<file path="src/rtl/y_lsu_pkg.sv">
// Shared definitions for the multi-cycle load/store unit: funct3 encodings,
// FSM states and the access legality check used in IDLE.
package y_lsu_pkg;

  localparam logic [2:0] F3_B  = 3'b000;
  localparam logic [2:0] F3_H  = 3'b001;
  localparam logic [2:0] F3_W  = 3'b010;
  localparam logic [2:0] F3_BU = 3'b100;
  localparam logic [2:0] F3_HU = 3'b101;

  typedef enum logic [1:0] {
    IDLE = 2'd0,
    BUSY = 2'd1,
    DONE = 2'd2
  } state_t;

  // Unsigned sizes exist only for loads; halfwords/words must be naturally aligned.
  function automatic logic access_legal(input logic       rd,
                                        input logic       wr,
                                        input logic [2:0] f3,
                                        input logic [1:0] off);
    logic size_ok;
    logic align_ok;
    size_ok  = 1'b0;
    align_ok = 1'b0;
    case (f3)
      F3_B:    begin size_ok = 1'b1; align_ok = 1'b1;            end
      F3_H:    begin size_ok = 1'b1; align_ok = ~off[0];         end
      F3_W:    begin size_ok = 1'b1; align_ok = (off == 2'b00);  end
      F3_BU:   begin size_ok = rd;   align_ok = 1'b1;            end
      F3_HU:   begin size_ok = rd;   align_ok = ~off[0];         end
      default: begin size_ok = 1'b0; align_ok = 1'b0;            end
    endcase
    return (rd ^ wr) & size_ok & align_ok;
  endfunction

endpackage

</file>
<file path="src/rtl/y_lsu_lane.sv">
// Byte-lane steering: store side builds byte enables and replicated write
// data, load side extracts and extends the addressed byte/half.
module y_lsu_lane
  import y_lsu_pkg::*;
(
  input  logic [1:0]  st_off,
  input  logic [2:0]  st_f3,
  input  logic [31:0] st_data,
  output logic [3:0]  be,
  output logic [31:0] wdata,
  input  logic [1:0]  ld_off,
  input  logic [2:0]  ld_f3,
  input  logic [31:0] rdata,
  output logic [31:0] ldata
);

  logic [15:0] shifted;

  always_comb begin
    be    = 4'b1111;
    wdata = st_data;
    case (st_f3)
      F3_B: begin
        be    = 4'b0001 << st_off;
        wdata = {4{st_data[7:0]}};
      end
      F3_H: begin
        be    = 4'b0011 << st_off;
        wdata = {2{st_data[15:0]}};
      end
      default: begin
        be    = 4'b1111;
        wdata = st_data;
      end
    endcase
  end

  always_comb begin
    shifted = 16'(rdata >> {ld_off, 3'b000});
    ldata   = rdata;
    case (ld_f3)
      F3_B:    ldata = {{24{shifted[7]}}, shifted[7:0]};
      F3_H:    ldata = {{16{shifted[15]}}, shifted};
      F3_BU:   ldata = {24'b0, shifted[7:0]};
      F3_HU:   ldata = {16'b0, shifted};
      default: ldata = rdata;
    endcase
  end

endmodule

</file>
<file path="src/rtl/y_lsu.sv">
// Multi-cycle load/store unit between execute and write-back: one req/ack
// memory access per instruction, stalling the core until it completes.
module y_lsu
  import y_lsu_pkg::*;
#(
  parameter int unsigned MAX_WAIT = 16
) (
  input  logic        clk,
  input  logic        rst_n,
  input  logic        MemRead,
  input  logic        MemWrite,
  input  logic [2:0]  funct3,
  input  logic [31:0] exeOut,
  input  logic [31:0] rd2,
  output logic [31:0] memOut,
  output logic        stall,
  output logic        fault,
  output logic        bus_req,
  output logic        bus_we,
  output logic [31:0] bus_addr,
  output logic [3:0]  bus_be,
  output logic [31:0] bus_wdata,
  input  logic [31:0] bus_rdata,
  input  logic        bus_ack
);

  localparam int unsigned   CW   = (MAX_WAIT > 1) ? $clog2(MAX_WAIT) : 1;
  localparam logic [CW-1:0] LAST = CW'(MAX_WAIT - 1);

  state_t        state;
  logic [CW-1:0] cnt;
  logic [1:0]    off_q;
  logic [2:0]    f3_q;
  logic          rd_q;
  logic          tmo;

  logic          access;
  logic          legal;
  logic [3:0]    be_n;
  logic [31:0]   wdata_n;
  logic [31:0]   ldata;

  assign access = MemRead | MemWrite;
  assign legal  = access_legal(MemRead, MemWrite, funct3, exeOut[1:0]);

  y_lsu_lane u_lane (
    .st_off  (exeOut[1:0]),
    .st_f3   (funct3),
    .st_data (rd2),
    .be      (be_n),
    .wdata   (wdata_n),
    .ld_off  (off_q),
    .ld_f3   (f3_q),
    .rdata   (bus_rdata),
    .ldata   (ldata)
  );

  // stall/fault must react in the request cycle itself, so they stay combinational.
  always_comb begin
    stall = 1'b0;
    fault = 1'b0;
    if (rst_n) begin
      case (state)
        IDLE: begin
          stall = access & legal;
          fault = access & ~legal;
        end
        BUSY:    stall = 1'b1;
        DONE:    fault = tmo;
        default: begin
          stall = 1'b0;
          fault = 1'b0;
        end
      endcase
    end
  end

  always_ff @(posedge clk) begin
    if (!rst_n) begin
      state     <= IDLE;
      cnt       <= '0;
      off_q     <= '0;
      f3_q      <= '0;
      rd_q      <= 1'b0;
      tmo       <= 1'b0;
      memOut    <= '0;
      bus_req   <= 1'b0;
      bus_we    <= 1'b0;
      bus_addr  <= '0;
      bus_be    <= '0;
      bus_wdata <= '0;
    end else begin
      case (state)
        IDLE: begin
          if (access && legal) begin
            state     <= BUSY;
            cnt       <= '0;
            tmo       <= 1'b0;
            off_q     <= exeOut[1:0];
            f3_q      <= funct3;
            rd_q      <= MemRead;
            bus_req   <= 1'b1;
            bus_we    <= MemWrite;
            bus_addr  <= {exeOut[31:2], 2'b00};
            bus_be    <= be_n;
            bus_wdata <= wdata_n;
          end
        end
        BUSY: begin
          // An ack in the final wait cycle wins over the timeout.
          if (bus_ack) begin
            memOut  <= rd_q ? ldata : '0;
            bus_req <= 1'b0;
            state   <= DONE;
          end else if (cnt == LAST) begin
            memOut  <= '0;
            tmo     <= 1'b1;
            bus_req <= 1'b0;
            state   <= DONE;
          end else begin
            cnt <= cnt + CW'(1);
          end
        end
        DONE: begin
          memOut <= '0;
          tmo    <= 1'b0;
          state  <= IDLE;
        end
        default: state <= IDLE;
      endcase
    end
  end

endmodule

</file>
<file path="config.mk">
export PLATFORM = sky130hd
export DESIGN_NAME = y_lsu
export DESIGN_NICKNAME = d
export VERILOG_FILES = /design/src/rtl/y_lsu_pkg.sv /design/src/rtl/y_lsu_lane.sv /design/src/rtl/y_lsu.sv
export SDC_FILE = /design/constraint.sdc
export NUM_CORES = 1
export LEC_CHECK = 0
export ABC_CLOCK_PERIOD_IN_PS = 2300
export CAP_MARGIN = 20
export CORE_UTILIZATION = 35
export CTS_CLUSTER_DIAMETER = 100
export DETAILED_ROUTE_END_ITERATION = 10
export PLACE_DENSITY_LB_ADDON = 0.2
export SYNTH_ARGS = -nofsm -noshare
export SYNTH_HDL_FRONTEND = slang
export SYNTH_HIERARCHICAL = 1
export SYNTH_SLANG_ARGS = --single-unit
</file>
<file path="constraint.sdc">
create_clock -name clk -period 2.3 [get_ports clk]
set_input_delay 0.46 -clock clk [delete_from_list [all_inputs] [get_ports clk]]
set_output_delay 0.46 -clock clk [all_outputs]
set_load 0.005 [all_outputs]
</file>
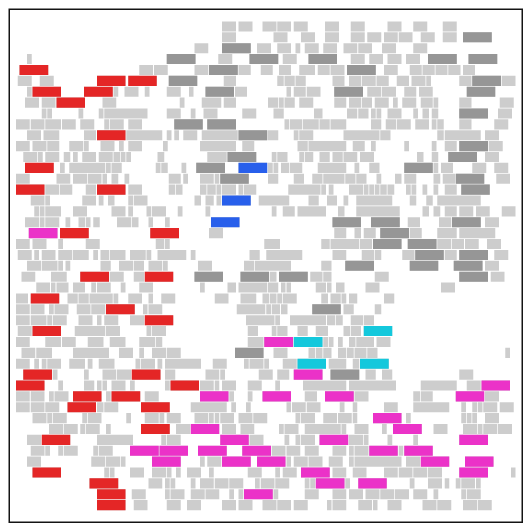
registers.png
Scale: 4 px per µm. Other sequential cells in the stronger grey, the rest of the logic in the fainter grey.
Cyan marks cnt, sequential cells 4. Red marks bus_wdata, sequential cells 32, where a vertical strip on the left. Blue marks f3_q, sequential cells 3. Magenta marks bus_addr, sequential cells 30.
Another 44 sequential cells are not coloured.
fraction of standard cell area that is sequential: 0.262
post-layout utilization of the core: 0.563
Sequential cell area: 2260 µm²
sequential power: 2070 µW

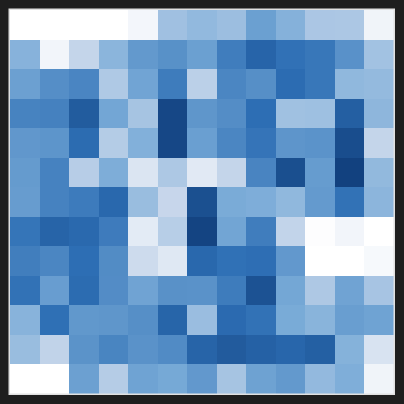
density.png
Scale: 3 px per µm. The die is cut into 13 by 13 equal tiles; white is low, dark blue is high, 0 to 100% covered.
15% of the tiles are over 75% full. The fullest tile reaches 93%. The mean over all tiles is 51%. 5.9% of the tiles are nearly empty.
core area: 15300 µm²
Core Util at FP: 0.362

==> impl_metrics.env <==
# yosys + openroad results
export IMPL_period_needed_ns=2.24
export IMPL_async_reset_ff_frac=0
export IMPL_critPathArrivalTime_ns=1.78
export IMPL_timing_final_crit_share=0.975
export IMPL_placed_cell_area_um2=7840
export IMPL_outcome="finished, final reports clean"
export IMPL_timing_reg2reg_setup_slack_ns=0.46
export IMPL_ys_dominant_reg_cell="sky130_fd_sc_hd__dfxtp_1"
export IMPL_power_static_leakage_uw=0.00325
export IMPL_worst_hold_path_num_cells=2
export IMPL_place_ws_ns=-0.512
export IMPL_timing_reg2reg_worst_path_depth=5
export IMPL_detail_route_antenna_nets=0
export IMPL_largest_area_class_layout="logic gates"
export IMPL_common_cells="179 x sky130_fd_sc_hd__nand2_1, 113 x sky130_fd_sc_hd__dfxtp_1, 84 x sky130_fd_sc_hd__mux2i_1"
export IMPL_stdcell_count=1050
export IMPL_fraction_of_power_consumed_by_the_clock_network=0.489
export IMPL_route_met2_wl_um=8310
export IMPL_synthesis_area_per_instance_um2=8.92
export IMPL_startpoint="funct3[1]"
export IMPL_vias_per_cell=4.94
export IMPL_post_synth_fa_ha_maj_area_fraction=0.00451
export IMPL_max_clock_path_buffers=2
export IMPL_grt_use_met3=0.0835
export IMPL_drc=0
export IMPL_grt_start_max_net_pins=97
export IMPL_layout_top_cells="196 x sky130_fd_sc_hd__clkdlybuf4s50_1, 179 x sky130_fd_sc_hd__nand2_1, 113 x sky130_fd_sc_hd__dfxtp_1"
export IMPL_met3WireLength_um=1280
export IMPL_antenna_diode_count=0
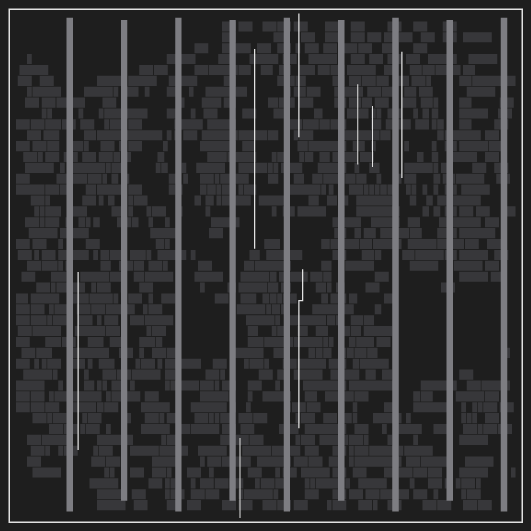
met4.png
Scale: 4 px per µm. Supply wires on this layer in grey. Cells faint in the background.
The wires run mostly vertical. The longest straight run is 49.6 µm. 8 nets have wire on it. The layer holds 1.5% of the routed length.
post-detailed-routing wire length: 16900 µm
count of vias placed by the detailed router: 5192

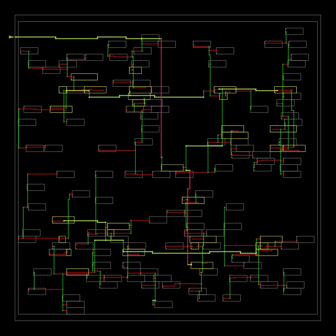
final_clocks.png
clock latency at the later pin of the worst-skew pair: 0.42 ns
TritonCTS buffer count: 17
worst setup skew after layout: 0.0112 ns
clock group power: 2860 µW

Power figures rest on the tool's default switching activity, not on a simulated workload.
